$ cat config.mk
export PLATFORM = sky130hd
export DESIGN_NAME = instruction_queue
export DESIGN_NICKNAME = d
export VERILOG_FILES = /design/src/rtl/instr_queue_pkg.sv /design/src/rtl/instr_fifo.sv /design/src/rtl/instruction_queue.sv
export SDC_FILE = /design/constraint.sdc
export NUM_CORES = 1
export LEC_CHECK = 0
export CORE_ASPECT_RATIO = 1.5
export CORE_UTILIZATION = 43
export CTS_CLUSTER_SIZE = 20
export DETAILED_ROUTE_END_ITERATION = 8
export PLACE_DENSITY = 0.64
export SLEW_MARGIN = 20
export SYNTH_ARGS = -nofsm -noshare
export SYNTH_HDL_FRONTEND = slang
export SYNTH_SLANG_ARGS = --single-unit
$ cat constraint.sdc
create_clock -name i_clk -period 8.5 [get_ports i_clk]
set_input_delay 1.7 -clock i_clk [delete_from_list [all_inputs] [get_ports i_clk]]
set_output_delay 1.7 -clock i_clk [all_outputs]
set_load 0.01 [all_outputs]
$ cat src/rtl/instr_queue_pkg.sv
// Shared types and width helpers for the instruction queue.
//
// Optional feature macro: INSTR_QUEUE_CHECKSUM_EN (trailing XOR checksum byte per frame).
package instr_queue_pkg;

    // Host-side frame assembler states.
    typedef enum logic [1:0] {
        IDLE     = 2'd0,
        WAIT_STB = 2'd1,
        ACK      = 2'd2,
        COMMIT   = 2'd3
    } state_t;

    // Default parameter values shared by the block and its users.
    localparam int DEF_DATA_W      = 8;
    localparam int DEF_INSTR_BYTES = 4;
    localparam int DEF_DEPTH       = 4;
    localparam int DEF_SYNC_STAGES = 2;

    // Bits needed to hold a byte count in 0..instr_bytes.
    function automatic int len_width(input int instr_bytes);
        return $clog2(instr_bytes + 1);
    endfunction

    // Bits needed to hold a FIFO occupancy in 0..depth.
    function automatic int count_width(input int depth);
        return $clog2(depth + 1);
    endfunction

    // One FIFO entry: packed payload bytes plus their count.
    function automatic int entry_width(input int data_w, input int instr_bytes);
        return data_w * instr_bytes + len_width(instr_bytes);
    endfunction

endpackage

$ cat src/rtl/instr_fifo.sv
// First-word-fall-through synchronous FIFO with wrap-around pointers.
// A push is accepted while full only when a pop happens in the same cycle.
// The head output reads as zero while the FIFO is empty.
module instr_fifo
    import instr_queue_pkg::*;
#(
    parameter int WIDTH = 8,
    parameter int DEPTH = 4
) (
    input  logic                             i_clk,
    input  logic                             i_reset,
    input  logic                             i_push,
    input  logic [WIDTH-1:0]                 i_data,
    input  logic                             i_pop,
    output logic [WIDTH-1:0]                 o_data,
    output logic                             o_valid,
    output logic                             o_full,
    output logic [$clog2(DEPTH+1)-1:0]       o_count
);

    localparam int PTR_W = $clog2(DEPTH);
    localparam int CNT_W = count_width(DEPTH);
    localparam logic [CNT_W-1:0] FULL_CNT = CNT_W'(DEPTH);

    logic [WIDTH-1:0] mem [DEPTH];
    logic [PTR_W-1:0] wr_ptr;
    logic [PTR_W-1:0] rd_ptr;
    logic [CNT_W-1:0] count;
    logic             empty;
    logic             pop_ok;
    logic             push_ok;

    assign empty   = (count == '0);
    assign o_full  = (count == FULL_CNT);
    assign o_valid = !empty;
    assign o_count = count;
    assign pop_ok  = i_pop && !empty;
    assign push_ok = i_push && (!o_full || pop_ok);

    // Storage write; contents are only meaningful between push and pop.
    // NOTE: the storage array has no reset on purpose -- occupancy is tracked by
    // the pointers and count, so resetting every entry would only add logic.
    always_ff @(posedge i_clk) begin
        if (push_ok) begin
            mem[wr_ptr] <= i_data;
        end
    end

    // Pointer and occupancy bookkeeping; pointers wrap naturally (DEPTH is a power of two).
    always_ff @(posedge i_clk) begin
        if (i_reset) begin
            wr_ptr <= '0;
            rd_ptr <= '0;
            count  <= '0;
        end else begin
            if (push_ok) wr_ptr <= wr_ptr + PTR_W'(1);
            if (pop_ok)  rd_ptr <= rd_ptr + PTR_W'(1);
            case ({push_ok, pop_ok})
                2'b10:   count <= count + CNT_W'(1);
                2'b01:   count <= count - CNT_W'(1);
                default: count <= count;
            endcase
        end
    end

    // Head presentation: zero when nothing is queued.
    always_comb begin
        o_data = empty ? '0 : mem[rd_ptr];
    end

endmodule

$ cat src/rtl/instruction_queue.sv
// Host byte-stream instruction assembler feeding a FIFO drained by the command decoder.
// Host side: active-low frame/strobe with four-phase ack; consumer side: valid/ready.
// Optional feature macro: INSTR_QUEUE_CHECKSUM_EN -- last byte of each frame is an XOR
// checksum of the preceding bytes; it is not stored, and a mismatching frame is dropped.
module instruction_queue
    import instr_queue_pkg::*;
#(
    parameter int DATA_W      = DEF_DATA_W,
    parameter int INSTR_BYTES = DEF_INSTR_BYTES,
    parameter int DEPTH       = DEF_DEPTH,
    parameter int SYNC_STAGES = DEF_SYNC_STAGES
) (
    input  logic                                i_clk,
    input  logic                                i_reset,
    input  logic                                i_frame_n,
    input  logic                                i_strobe_n,
    input  logic [DATA_W-1:0]                   i_data,
    output logic                                o_ack,
    output logic [DATA_W*INSTR_BYTES-1:0]       o_instr,
    output logic [$clog2(INSTR_BYTES+1)-1:0]    o_len,
    output logic                                o_valid,
    input  logic                                i_ready,
    output logic                                o_full,
    output logic [$clog2(DEPTH+1)-1:0]          o_count,
    output logic                                o_err
);

    localparam int PAYLOAD_W = DATA_W * INSTR_BYTES;
    localparam int LEN_W     = len_width(INSTR_BYTES);
    localparam int ENTRY_W   = entry_width(DATA_W, INSTR_BYTES);
    localparam logic [LEN_W-1:0] MAX_CNT = LEN_W'(INSTR_BYTES);

    // ---------------- input synchronisers ----------------
    logic [SYNC_STAGES-1:0] frame_sync;
    logic [SYNC_STAGES-1:0] strobe_sync;
    logic [DATA_W-1:0]      data_sync [SYNC_STAGES];
    logic                   s_frame_n;
    logic                   s_strobe_n;
    logic [DATA_W-1:0]      s_data;

    // Shift host pins through the synchroniser chains; control lines idle high.
    // NOTE: every clocked register uses non-blocking assignment so all stages sample
    // the pre-edge value of their predecessor, which is what makes this a shift chain.
    always_ff @(posedge i_clk) begin
        if (i_reset) begin
            frame_sync  <= '1;
            strobe_sync <= '1;
            for (int i = 0; i < SYNC_STAGES; i++) data_sync[i] <= '0;
        end else begin
            frame_sync  <= {frame_sync[SYNC_STAGES-2:0], i_frame_n};
            strobe_sync <= {strobe_sync[SYNC_STAGES-2:0], i_strobe_n};
            data_sync[0] <= i_data;
            for (int i = 1; i < SYNC_STAGES; i++) data_sync[i] <= data_sync[i-1];
        end
    end

    assign s_frame_n  = frame_sync[SYNC_STAGES-1];
    assign s_strobe_n = strobe_sync[SYNC_STAGES-1];
    assign s_data     = data_sync[SYNC_STAGES-1];

    // ---------------- assembly datapath ----------------
    state_t             state_q;
    state_t             state_d;
    logic [PAYLOAD_W-1:0] asm_q;
    logic [LEN_W-1:0]   byte_cnt;
    logic               overrun_q;
    logic               clear_asm;
    logic               take_byte;
    logic               store_en;
    logic [DATA_W-1:0]  store_byte;
    logic               cks_ok;
    logic               asm_empty;
    logic               fifo_push;
    logic               fifo_pop;
    logic               fifo_space;
    logic               fifo_full;

`ifdef INSTR_QUEUE_CHECKSUM_EN
    // The newest byte is held back: it becomes payload only once another byte follows,
    // so the one left here when the frame closes is the checksum.
    logic [DATA_W-1:0] last_q;
    logic [DATA_W-1:0] xor_q;
    logic              have_last_q;

    assign store_en   = have_last_q;
    assign store_byte = last_q;
    assign cks_ok     = (xor_q == '0);
`else
    assign store_en   = 1'b1;
    assign store_byte = s_data;
    assign cks_ok     = 1'b1;
`endif

    assign asm_empty = (byte_cnt == '0);

    // Collect bytes into the assembly register; bytes beyond capacity only flag overrun.
    always_ff @(posedge i_clk) begin
        if (i_reset || clear_asm) begin
            asm_q     <= '0;
            byte_cnt  <= '0;
            overrun_q <= 1'b0;
`ifdef INSTR_QUEUE_CHECKSUM_EN
            last_q      <= '0;
            xor_q       <= '0;
            have_last_q <= 1'b0;
`endif
        end else if (take_byte) begin
            if (store_en) begin
                if (byte_cnt < MAX_CNT) begin
                    asm_q[int'(byte_cnt)*DATA_W +: DATA_W] <= store_byte;
                    byte_cnt <= byte_cnt + LEN_W'(1);
                end else begin
                    overrun_q <= 1'b1;
                end
            end
`ifdef INSTR_QUEUE_CHECKSUM_EN
            last_q      <= s_data;
            xor_q       <= xor_q ^ s_data;
            have_last_q <= 1'b1;
`endif
        end
    end

    // ---------------- frame FSM ----------------
    // State register.
    always_ff @(posedge i_clk) begin
        if (i_reset) state_q <= IDLE;
        else         state_q <= state_d;
    end

    // Next-state logic: one byte per strobe, commit on frame release.
    // NOTE: state_d gets a default before the case so no path leaves it unassigned,
    // which would otherwise infer a latch.
    always_comb begin
        state_d = state_q;
        case (state_q)
            IDLE:     if (!s_frame_n) state_d = WAIT_STB;
            WAIT_STB: begin
                if (!s_strobe_n)     state_d = ACK;
                else if (s_frame_n)  state_d = COMMIT;
            end
            ACK:      if (s_strobe_n) state_d = WAIT_STB;
            COMMIT:   if (asm_empty || !cks_ok || fifo_space) state_d = IDLE;
            default:  state_d = IDLE;
        endcase
    end

    // Output and datapath-control decode from the current state.
    always_comb begin
        o_ack     = (state_q == ACK);
        clear_asm = (state_q == IDLE);
        take_byte = (state_q == WAIT_STB) && !s_strobe_n;
        fifo_push = (state_q == COMMIT) && !asm_empty && cks_ok && fifo_space;
        o_err     = (state_q == COMMIT) && !asm_empty &&
                    (!cks_ok || (fifo_space && overrun_q));
    end

    // ---------------- FIFO ----------------
    logic [ENTRY_W-1:0] fifo_head;

    // A pop this cycle frees a slot, so a full FIFO can still take the pending entry.
    assign fifo_pop   = o_valid && i_ready;
    assign fifo_space = !fifo_full || fifo_pop;

    instr_fifo #(
        .WIDTH (ENTRY_W),
        .DEPTH (DEPTH)
    ) u_fifo (
        .i_clk   (i_clk),
        .i_reset (i_reset),
        .i_push  (fifo_push),
        .i_data  ({byte_cnt, asm_q}),
        .i_pop   (fifo_pop),
        .o_data  (fifo_head),
        .o_valid (o_valid),
        .o_full  (fifo_full),
        .o_count (o_count)
    );

    assign o_full  = fifo_full;
    assign o_instr = fifo_head[PAYLOAD_W-1:0];
    assign o_len   = fifo_head[ENTRY_W-1 -: LEN_W];

endmodule

**Cells coloured by class**

Scale: 1.5 px per um.
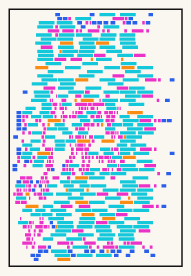
class	colour	cells	share of their area
clock drivers and dummy loads	orange	33	5.9%
sequential cells	cyan	207	61%
remaining buffers and delay cells	blue	63	6.7%
combinational and other logic	magenta	278	26%

**Cell density map**

Scale: 2 px per um. 11 x 17 tiles, from black (low) to pale yellow (high), 0 to 100% covered.
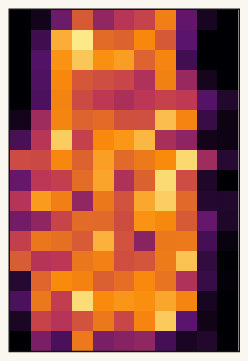
tiles over 75% full	13%
fullest tile	95%
mean over tiles	47%
densest ninth of the die	centre

**I/O pins on the die edge**

Scale: 2 px per um. Pins as bars across the die edge, other pins in grey.
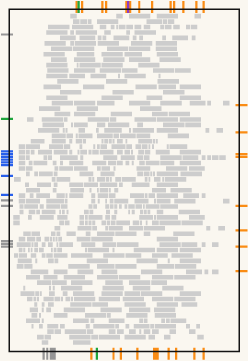
port	colour	pins	direction	edge
`o_valid`	purple	1	output	north
`i_data`	blue	8	input	west
`o_len`	green	3	output	1 north, 1 west, 1 south
`o_instr`	orange	32	output	13 north, 11 south, 8 east

==> results.sh <==
# source this file to load flow results
export IMPL_warning_count=33
export IMPL_top_power_group="sequential cells"
export IMPL_ys_chip_area_um2=8120
export IMPL_grt_pass1_vias=4584
export IMPL_drc=0
export IMPL_busiest_layer="met2"
export IMPL_layout_nets=594
export IMPL_clock_latency_ns=0.48
export IMPL_setup_slack_ns=3.38
export IMPL_wl_met3_um=562
export IMPL_place_gp_congestion=0.734
export IMPL_ios=55
export IMPL_slew_headroom_pct=31.5
export IMPL_die_w_um=114
export IMPL_p_comb_mw=0.0218
export IMPL_crit_fanout=8
export IMPL_rsz0062_at_grt="false"
export IMPL_drv_cap=0
export IMPL_yosysTopAreaCellShare_pct=51.7
export IMPL_ys_sh_mux_pct=11.9
export IMPL_finalHoldViolCount=0
export IMPL_post_synth_top_area_cell="edfxtp_1"
export IMPL_htreeDepth=1
export IMPL_worst_setup_path_type="in -> out"
export IMPL_clk_pin_slew_worst_paths_ns=0.06
export IMPL_pre_cts_slack_ns=3.35
export IMPL_status="complete, no violations"
export IMPL_grt_overflow_total=0
export IMPL_postCtsHoldBufs=0
export IMPL_synthTopLogicFamily="multiplexers"
export IMPL_fin_util_pct=50.8
export IMPL_wl_met1_um=5620
export IMPL_synth_cells=520
export IMPL_rr_endpoint="u_fifo.o_count[2]"
export IMPL_cp_end_kind="primary output"
export IMPL_tns_ns=0
**Metal layers overlaid**

Scale: 1.5 px per um.
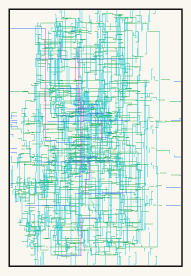
layer	colour	wire length
metal 3	blue	563 um
metal 2	cyan	8440 um
metal 1	green	5620 um
metal 4	magenta	271 um

**Clock wiring as the flow saved it**

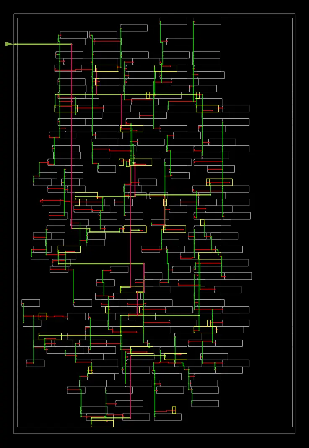
CTS Buf Count: 19
flip-flops: 207
clk pwr: 0.751 mW
clk sinks: 207

[worst max path at each step]
| stage | start | to | depth (start not counted) |
|---|---|---|---|
| detailed placement | i_ready | o_err | 5 |
| CTS | i_ready | o_err | 5 |
| finish | i_ready | o_err | 5 |
| global route | i_ready | o_err | 5 |
| floorplan | i_ready | o_err | 3 |
| global placement | i_ready | o_err | 5 |
[area by class of cell]
cell class / instances / area [um^2]
Inverter: 21 / 78.8
Fill cell: 1540 / 9130
Sequential cell: 207 / 5550
Clock inverter: 5 / 26.3
Multi-Input combinational cell: 257 / 2330
Clock buffer: 28 / 509
Tap cell: 252 / 315
Timing Repair Buffer: 63 / 608
[registers in the layout, summed over array words and instances, names as in the netlist, named ones only]
signal	flops
frame_sync	2
u_fifo.rd_ptr	2
strobe_sync	2
u_fifo.wr_ptr	2
data_sync	16
state_q	2
u_fifo.o_count	3
byte_cnt	3
overrun_q	1
u_fifo.mem	140
asm_q	32
[cells in the final DEF, fill, tap and decap left out, drive strengths merged, types with 2 or more instances in the layout]
cell	n
edfxtp	140
dfxtp	67
clkdlybuf4s50	54
nor2b	53
mux4	35
clkbuf	28
nand2	22
inv	21
mux2i	17
nand3	16
a21oi	15
nor2	13
ha	11
o31ai	9
buf	9
a311oi	8
nand4	8
a31o	8
and2	6
or2	5
and3	4
xor2	4
clkinv	4
nor4b	3
nand2b	3
nor3	2
or4b	2
[metrics by stage]
stage / hold slack, ns / power, mW
after CTS: 0.411 / 1.86
final: 0.411 / 1.84
after global routing: 0.426 / 1.90
after floorplan: 0.389 / 1.11
after global placement: 0.392 / 1.11
after detailed placement: 0.396 / 1.12
[worst max-delay path: stages]
cell and delay, ns:
clkdlybuf4s50_1 0.52, nor4b_2 0.08, nor3_2 0.40, and2_1 0.19, clkdlybuf4s50_1 0.54
Power is estimated from default activity; no workload was simulated.
